===== config.mk =====
export PLATFORM = sky130hd
export DESIGN_NAME = fusion_accum
export DESIGN_NICKNAME = d
export VERILOG_FILES = /design/src/rtl/fusion_accum.sv
export SDC_FILE = /design/constraint.sdc
export NUM_CORES = 1
export LEC_CHECK = 0
export ABC_CLOCK_PERIOD_IN_PS = 12000
export CORE_MARGIN = 2
export CORE_UTILIZATION = 60
export DETAILED_ROUTE_END_ITERATION = 10
export GPL_TIMING_DRIVEN = 1
export MAX_ROUTING_LAYER = met4
export PLACE_DENSITY = 0.88
export SYNTH_ARGS = -nofsm -noshare
export SYNTH_HDL_FRONTEND = slang
export SYNTH_SLANG_ARGS = --single-unit

===== constraint.sdc =====
create_clock -name clk -period 12 [get_ports clk]
set_input_delay 2.4 -clock clk [delete_from_list [all_inputs] [get_ports clk]]
set_output_delay 2.4 -clock clk [all_outputs]
set_load 0.05 [all_outputs]

===== src/rtl/fusion_accum.sv =====
`default_nettype none
// ============================================================================
// Module      : fusion_accum
// Description : Four-lane saturating accumulator for packed fusion-unit
//               products. A start pulse opens a run of len beats. Each
//               accepted beat is split into 16/32-bit lanes, extended and
//               added with clamping. The result is then held until it is
//               consumed.
// Revision    : 1.0 - initial release
// ============================================================================
module fusion_accum #(
   parameter int ACC_W = 32,   // lane accumulator width, must be >= 32
   parameter int CNT_W = 8
) (
   input  logic                 clk,
   input  logic                 rst_n,
   input  logic                 start,
   input  logic [CNT_W-1:0]     len,
   input  logic [1:0]           mode,
   input  logic                 sgn,
   input  logic                 in_valid,
   output logic                 in_ready,
   input  logic [63:0]          in_data,
   output logic                 out_valid,
   input  logic                 out_ready,
   output logic [4*ACC_W-1:0]   out_data,
   output logic                 sat,
   output logic                 busy
);

   typedef enum logic [1:0] {
      IDLE  = 2'b00,
      ACCUM = 2'b01,
      DRAIN = 2'b10
   } state_t;

   state_t             state;
   state_t             state_nxt;

   logic [ACC_W-1:0]   acc     [4];
   logic [ACC_W-1:0]   acc_nxt [4];
   logic [31:0]        lane_raw[4];
   logic [3:0]         lane_sat;
   logic               sat_q;
   logic [CNT_W-1:0]   cnt;
   logic [CNT_W-1:0]   len_q;
   logic [1:0]         mode_q;
   logic               sgn_q;

   logic               accept;
   logic               last_beat;
   logic [CNT_W-1:0]   eff_len;
   logic [CNT_W-1:0]   cnt_inc;

   assign accept    = in_valid && (state == ACCUM);
   // A zero length still consumes exactly one product.
   assign eff_len   = (len_q == '0) ? CNT_W'(1) : len_q;
   assign cnt_inc   = cnt + CNT_W'(1);
   assign last_beat = accept && (cnt_inc == eff_len);

   // Split the packed product into four 32-bit lanes using the latched layout.
   always_comb begin
      for (int i = 0; i < 4; i++) begin
         lane_raw[i] = '0;
      end
      case (mode_q)
         2'b01: begin
            lane_raw[0] = in_data[31:0];
            lane_raw[1] = in_data[63:32];
         end
         2'b10: begin
            lane_raw[0] = in_data[31:0];
         end
         default: begin
            for (int i = 0; i < 4; i++) begin
               lane_raw[i] = {{16{sgn_q & in_data[16*i+15]}}, in_data[16*i +: 16]};
            end
         end
      endcase
   end

   // Per-lane add in ACC_W+1 bits, then clamp to the signed or unsigned range.
   for (genvar i = 0; i < 4; i++) begin : g_lane
      logic [ACC_W:0]   lane_ext;
      logic [ACC_W:0]   acc_ext;
      logic [ACC_W:0]   sum;
      logic [ACC_W-1:0] clamped;
      logic             ovf;

      assign lane_ext = {{(ACC_W-31){sgn_q & lane_raw[i][31]}}, lane_raw[i]};
      assign acc_ext  = {sgn_q & acc[i][ACC_W-1], acc[i]};
      assign sum      = acc_ext + lane_ext;

      // Signed overflow shows as disagreeing top two bits; unsigned as a carry.
      always_comb begin
         clamped = sum[ACC_W-1:0];
         ovf     = 1'b0;
         if (sgn_q) begin
            if (sum[ACC_W] != sum[ACC_W-1]) begin
               ovf     = 1'b1;
               clamped = sum[ACC_W] ? {1'b1, {(ACC_W-1){1'b0}}}
                                    : {1'b0, {(ACC_W-1){1'b1}}};
            end
         end else if (sum[ACC_W]) begin
            ovf     = 1'b1;
            clamped = {ACC_W{1'b1}};
         end
      end

      assign acc_nxt[i]                 = clamped;
      assign lane_sat[i]                = ovf;
      assign out_data[ACC_W*i +: ACC_W] = acc[i];
   end

   // State register.
   always_ff @(posedge clk or negedge rst_n) begin
      if (!rst_n) begin
         state <= IDLE;
      end else begin
         state <= state_nxt;
      end
   end

   // Next-state decode; start only matters in IDLE.
   always_comb begin
      state_nxt = state;
      case (state)
         IDLE:    if (start)     state_nxt = ACCUM;
         ACCUM:   if (last_beat) state_nxt = DRAIN;
         DRAIN:   if (out_ready) state_nxt = IDLE;
         default:                state_nxt = IDLE;
      endcase
   end

   // Run setup on start, then accumulate every accepted beat.
   always_ff @(posedge clk or negedge rst_n) begin
      if (!rst_n) begin
         for (int i = 0; i < 4; i++) begin
            acc[i] <= '0;
         end
         sat_q  <= 1'b0;
         cnt    <= '0;
         len_q  <= '0;
         mode_q <= '0;
         sgn_q  <= 1'b0;
      end else if (state == IDLE && start) begin
         for (int i = 0; i < 4; i++) begin
            acc[i] <= '0;
         end
         sat_q  <= 1'b0;
         cnt    <= '0;
         len_q  <= len;
         mode_q <= mode;
         sgn_q  <= sgn;
      end else if (accept) begin
         for (int i = 0; i < 4; i++) begin
            acc[i] <= acc_nxt[i];
         end
         cnt <= cnt_inc;
         if (|lane_sat) begin
            sat_q <= 1'b1;
         end
      end
   end

   assign in_ready  = (state == ACCUM);
   assign out_valid = (state == DRAIN);
   assign busy      = (state != IDLE);
   assign sat       = sat_q;

endmodule
`default_nettype wire


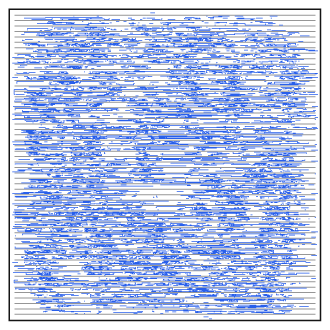
(run_1/m1.png)
Drawn at 2 px/µm. Supply wires on this layer in grey.
nets with wire on the layer: 1971
longest straight run: 38.2 µm
main direction: horizontal
wire length on this layer: 17700 µm
met1 Track Usage GR: 46.12%
via count: 13790
wire length after detailed routing: 40980 µm

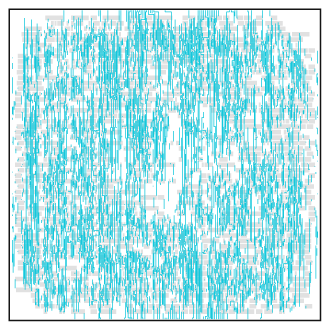
(run_1/m2.png)
Drawn at 2 px/µm.
main direction: vertical
longest straight run: 63.6 µm
nets with wire on the layer: 1779
met2 Usage GRT: 54.69%

==> flow_metrics.rpt, run 1 <==
=== SYNTHESIS / PLACE & ROUTE SUMMARY ===
----------------------------------------------------
[Run status]
  Outcome ........................ complete, no violations

[Logic synthesis]
  Most used standard cell by instance count after synthesis ........................ nand2_1
  Synth Net Count ........................ 1942
  Yosys warning count ........................ 0
  Cell count after synthesis ........................ 1724
  Cell count listed in synth_stat.txt ........................ 1724
  Ys flop type ........................ dfrtp_1
  Fraction of the yosys area taken by sequential cells ........................ 27.47%
  Synth async-reset ratio ........................ 100.0%
  Chip area line of the yosys report ........................ 13660 µm²

[CTS]
  Max Root-Sink Buffers ........................ 2
  Master cell of the clock root buffer ........................ clkbuf_16
  Clock tree from TritonCTS ........................ yes
  Number of instances resized during post-cts repair ........................ 0
  Hold buffer count at cts ........................ 0
  Clock Sinks ........................ 150
  Clock slew at reported path FFs ........................ 0.06 ns

[Final timing]
  Number of failing setup endpoints in the final timing report ........................ 0
  Clock skew ........................ 0.01518 ns
  Final-report max-slew violation count ........................ 0
  Worst Hold Slack ........................ 0.5083 ns
  Time the final worst path needs with I/O delays and setup ........................ 7.146 ns
  Worst slew margin relative to its limit ........................ 26.47%
  Total Neg Setup Slack ........................ 0 ns

[Worst hold path]
  Hold Crit Depth ........................ 2
  Class of the most critical hold timing path ........................ reg2reg

[Drt]
  DRC viols ........................ 0
  Routed vias/inst ........................ 6.295
  Violation tally from detailed-route iteration zero ........................ 990
  Met2 layer wire length in the routed design ........................ 18910 µm
  Met1 WL ........................ 17730 µm

[Setup path]
  Critical path data required time ........................ 12.30 ns
  Endpoint of the worst register-to-register path ........................ out_data[51]
  Critical path destination ........................ out_data[29]

[Global route]
  Via count of the first global-routing pass ........................ 13140
  Maximum number of pins on one net before global-route repair ........................ 96
  Wire length of the first global-routing pass ........................ 65930 µm

[Floorplanning]
  Core outline area ........................ 22500 µm²
  Chip area ........................ 24000 µm²
  Chip width ........................ 154.9 µm
  Initial Util ........................ 60.72%

[Run]
  Max-cap violations ........................ 0

[Final layout]
  Filler cells ........................ 1760
  Fraction of final layout cells with drive strength greater than 1 ........................ 3.882%

[Placed design]
  Number of port buffers ........................ 211

----------------------------------------------------
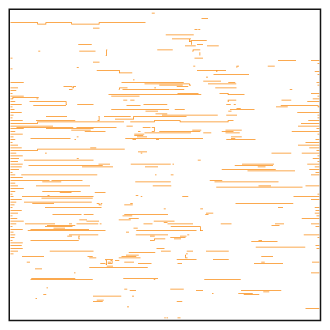
(run_1/m3.png)
Drawn at 2 px/µm.
nets with wire on the layer: 291
longest straight run: 46.0 µm
main direction: horizontal

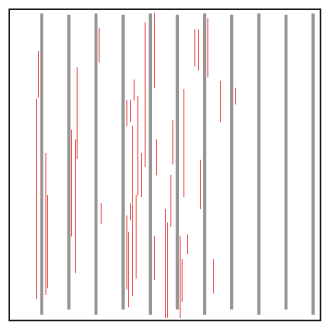
(run_1/m4.png)
Drawn at 2 px/µm. Supply wires on this layer in grey.
wire length on this layer: 1310 µm
longest straight run: 100 µm

-- run 1: logic make-up (layout without fill, tap and decap cells) --
logic type	count (synthesis)	count (layout)	share of synthesized area, %
compound gates	609	609	28.90
simple gates	589	589	19.18
flops	150	150	27.47
fa+ha+maj	138	138	12.86
xor+xnor	120	120	7.692
buf+inv	113	295	3.489
mux	5	5	0.4121
-- run 1: area by class of cell --
class                      count  share of cell area, %
clock buffer                  20                  2.706
inverter                      40                 0.9096
clock inverter                12                 0.8566
timing repair buffer         223                  13.35
tap                          285                  2.160
sequential                   150                  22.74
multi-input combinational   1461                  57.28
-- run 1: per-stage QoR --
step | instances | utilization [%] | setup slack, ns
floorplan | 1724 | - | 5.601
global placement | 2159 | 70.74 | 4.759
detailed placement | 2159 | 70.74 | 4.570
CTS | 2191 | 73.35 | 4.974
global route | 2191 | 73.35 | 4.548
finish | 2191 | 73.35 | 4.854
-- run 1: registers in the layout, summed over array words and instances, names as in the netlist --
register	flops
mode_q	2
sat	1
sgn_q	1
cnt	8
out_data	128
state	2
len_q	8
-- run 1: worst max-delay path: stages --
cell and delay (ns):
clkdlybuf4s50_1 0.51, a21boi_1 0.18, buf_4 0.24, nor2_1 0.08, ha_1 0.39, a21oi_1 0.32
o21ai_0 0.18, a21oi_1 0.19, o21bai_1 0.09, a21oi_1 0.30, a21oi_1 0.22, nor2_1 0.30
inv_1 0.08, ha_1 0.43, nand2_1 0.19, o31ai_4 0.76, nor2_1 0.23, a221o_1 0.34
==> run_1/placed.png <==
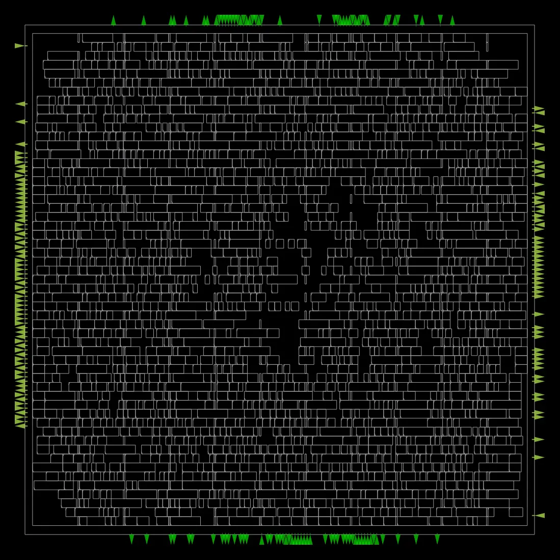

==> run 1 -> run 2 <==
==> config.mk (replaced) <==
export PLATFORM = sky130hd
export DESIGN_NAME = fusion_accum
export DESIGN_NICKNAME = d
export VERILOG_FILES = /design/src/rtl/fusion_accum.sv
export SDC_FILE = /design/constraint.sdc
export NUM_CORES = 1
export LEC_CHECK = 0
export ABC_CLOCK_PERIOD_IN_PS = 6540
export CORE_MARGIN = 2
export CORE_UTILIZATION = 51
export DETAILED_ROUTE_END_ITERATION = 10
export GPL_TIMING_DRIVEN = 1
export MAX_ROUTING_LAYER = met4
export PLACE_DENSITY = 0.79
export SYNTH_ARGS = -nofsm -noshare
export SYNTH_HDL_FRONTEND = slang
export SYNTH_SLANG_ARGS = --single-unit
==> constraint.sdc (replaced) <==
create_clock -name clk -period 6.54 [get_ports clk]
set_input_delay 1.308 -clock clk [delete_from_list [all_inputs] [get_ports clk]]
set_output_delay 1.308 -clock clk [all_outputs]
set_load 0.05 [all_outputs]
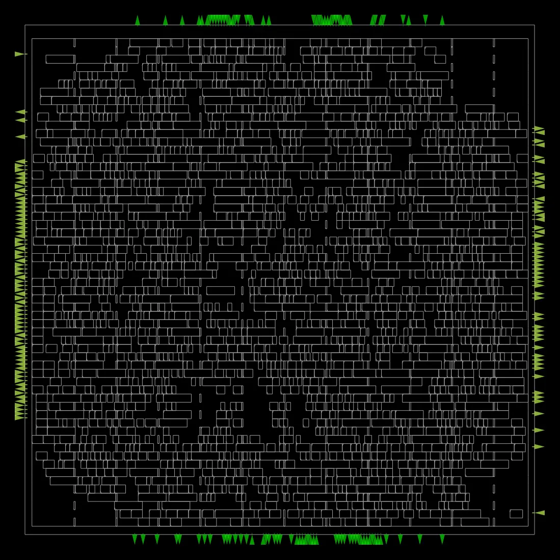
(run_2/placed.png)
tap cells: 335
FFs & Latches: 150

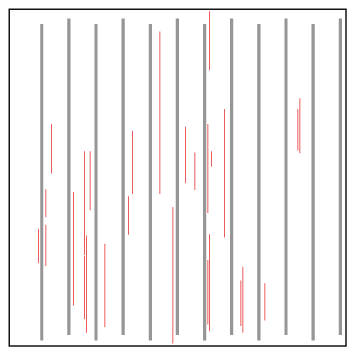
(run_2/m4.png)
Drawn at 2 px/µm. Supply wires on this layer in grey.
longest straight run: 80.9 µm
main direction: vertical
nets with wire on the layer: 25
share of all routed wire: 2.2%
wire length on this layer: 926 µm

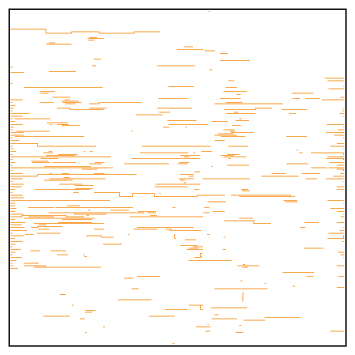
(run_2/m3.png)
Drawn at 2 px/µm.
main direction: horizontal
wire length on this layer: 3030 µm
longest straight run: 50.8 µm

==> run 2 against run 1 <==
Against the previous run:
- critical path depth unchanged
- largest cell class unchanged
- first-iteration DRC count down 3.7%
- highest routed layer unchanged
- final cell count up 2.7%
- via count down 0.12%
==> flow_metrics.rpt, run 2 <==
=== SYNTHESIS / PLACE & ROUTE SUMMARY ===
----------------------------------------------------
[CTS]
  CTS buffer count ........................ 17
  Number of H-tree levels ........................ 4
  Hold buffer count at cts ........................ 0 (unchanged)
  Master cell of the clock root buffer ........................ clkbuf_16
  Number of instances resized during post-cts repair ........................ 0 (unchanged)
  Clock Sinks ........................ 150 (unchanged)
  Clock tree from TritonCTS ........................ yes
  Clock slew at reported path FFs ........................ 0.06 ns (about the same)
  Max Root-Sink Buffers ........................ 2 (unchanged)
  Insertion Delay late pin ........................ 0.44 ns
  Number of buffers added for setup after CTS ........................ 0

[Setup path]
  Max incr delay on CP ........................ 0.62 ns (-0.14 ns)
  Maximum fanout count along the critical path ........................ 9
  Critical path data required time ........................ 6.85 ns (-5.45 ns)
  Critical path's slowest cell ........................ a21boi_1
  Worst-case reg-to-reg path depth ........................ 20
  Ordered cell list for the critical path ........................ clkdlybuf4s50_1, a21boi_1, buf_4, nor2_1, ha_1, a21oi_1, o21ai_0, a21oi_1, o21bai_1, a21oi_1, a21oi_1, nor2_1, inv_1, ha_1, nor2_1, o21bai_1, nor2_1, a221o_1
  Worst path arrival time ........................ 6.27 ns
  Endpoint of the worst register-to-register path ........................ out_data[51]

[Run]
  Max-cap violations ........................ 0 (unchanged)
  Count of warning messages emitted by the tools ........................ 28

[Final timing]
  Total Neg Setup Slack ........................ 0 ns (unchanged)
  Number of failing setup endpoints in the final timing report ........................ 0 (unchanged)
  Time the final worst path needs with I/O delays and setup ........................ 5.964 ns
  Final-report max-slew violation count ........................ 0 (unchanged)
  Worst Hold Slack ........................ 0.4975 ns (-0.01076 ns)
  Post-layout period usage ........................ 91.19%
  Worst slew margin relative to its limit ........................ 35.24% (+8.8 points)
  Least setup slack across all paths after layout ........................ 0.5762 ns (-4.278 ns)
  Unrepaired setup endpoints after global routing ........................ false
  Clock skew ........................ 0.01470 ns (-0.0004859 ns)
  Max Clock Freq ........................ 167.7 MHz

[Placed design]
  Routability congestion estimate ........................ 0.9936
  Post-detailed-placement cell area ........................ 16060 µm²
  Number of port buffers ........................ 211 (unchanged)
  Estimated wirelength of the detail-placed design ........................ 31780 µm
  Worst-case setup slack after placement ........................ 0.2528 ns (-4.317 ns)
  Placed instance count ........................ 2218 (+2.7%)

[Floorplanning]
  Chip width ........................ 167.7 µm (+8.2%)
  Boundary Pins ........................ 212
  Chip area ........................ 28110 µm² (+17%)
  Num rows ........................ 59
  Core outline area ........................ 26210 µm² (+16%)
  Initial Util ........................ 52.14% (-8.6 points)

[Drt]
  DRC viols ........................ 0 (unchanged)
  Routed length per instance ........................ 18.74 µm
  Wire length after detailed routing ........................ 42170 µm (+2.9%)
  Routed vias/inst ........................ 6.120 (-2.8%)
  Via count ........................ 13780 (-0.12%)
  Violation tally from detailed-route iteration zero ........................ 953 (-3.7%)

[Final layout]
  Area growth from synthesis to layout ........................ 21.91%
  Fraction of final layout cells with drive strength greater than 1 ........................ 4.334% (+0.45 points)
  Core utilization of the finished layout ........................ 63.56% (-9.8 points)
  Finished Layout Cells ........................ 2251 (+2.7%)
  Finished Cell Area ........................ 16660 µm²
  Number of flip-flops under the largest register name ........................ 128 (unchanged)

[Logic synthesis]
  Cell count listed in synth_stat.txt ........................ 1724 (unchanged)
  Chip area line of the yosys report ........................ 13660 µm² (unchanged)
  Cell count after synthesis ........................ 1724 (unchanged)
  Synth async-reset ratio ........................ 100.0% (unchanged)
  Ys flop type ........................ dfrtp_1
  Distinct lib cells ........................ 80
  Fraction of the yosys area taken by sequential cells ........................ 27.47% (unchanged)
  Yosys warning count ........................ 0 (unchanged)
  Most used standard cell by instance count after synthesis ........................ nand2_1
  Cell types occupying the most area after synthesis ........................ dfrtp_1 27%, ha_1 12%, nand2_1 6.4%
  Library cell occupying the most area in the post-synthesis netlist ........................ dfrtp_1
  Post-synth top area share ........................ 27.47%
  Synth Net Count ........................ 1942 (unchanged)
  Synth top cells by count ........................ 232 x nand2_1, 185 x nor2_1, 152 x o21ai_0

[Global route]
  Via count of the first global-routing pass ........................ 13180 (+0.30%)
  Wire length of the first global-routing pass ........................ 68500 µm (+3.9%)
  Remaining global-route overflow ........................ 0
  Maximum number of pins on one net before global-route repair ........................ 102 (+6.3%)
  Global-route usage over all layers ........................ 30.85%

[Worst hold path]
  Hold Crit Depth ........................ 2 (unchanged)
  Class of the most critical hold timing path ........................ reg2reg

[Run status]
  Outcome ........................ complete, no violations

----------------------------------------------------
[run 2: layout make-up]
class / count / area (µm²)
diodes: 1 / 2.502
clock buffers: 20 / 446.7
clock inverters: 12 / 143.9
fillers: 2269 / 9549
inverters: 40 / 150.1
multi-input cells: 1461 / 9445
flip-flops and latches: 150 / 3754
well taps: 335 / 419.2
repair buffers: 232 / 2296
[run 2: metal layers]
layer	up-vias	global-route usage, %	wire [µm]
met1	6564	41.18	18870
met2	575	49.13	19350
met5	-	-	0
met4	0	8.582	925
met3	61	4.491	3029
li1	6577	-	-
[run 2: worst max-delay path, delay by kind of cell]
| kind | cells | cell delay (ns) |
|---|---|---|
| buffers and inverters | 3 | 0.81 |
| adders and majority gates | 2 | 0.76 |
| AOI/OAI and AO/OA | 9 | 2.62 |
| and+or+nand+nor | 4 | 0.77 |
[run 2: how the worst max path moves through the flow]
stage | slack [ns] | startpoint | end | cells after the start
2_1_floorplan | 1.23 | in_data[15] | out_data[26] | 20
3_3_place_gp | 0.45 | in_data[15] | out_data[25] | 18
3_5_place_dp | 0.25 | in_data[15] | out_data[23] | 18
4_1_cts | 0.67 | mode_q[1] | out_data[51] | 20
5_1_grt | 0.29 | in_data[15] | out_data[23] | 18
6_report | 0.58 | in_data[15] | out_data[23] | 18
[run 2: logic make-up after synthesis]
family | count (synthesis) | synth area share, %
buffers and inverters | 113 | 3.489
flip-flops | 150 | 27.47
AND-OR/OR-AND | 609 | 28.90
AND/OR/NAND/NOR | 589 | 19.18
XOR/XNOR | 120 | 7.692
adder cells (fa/ha/maj) | 138 | 12.86
multiplexers | 5 | 0.4121
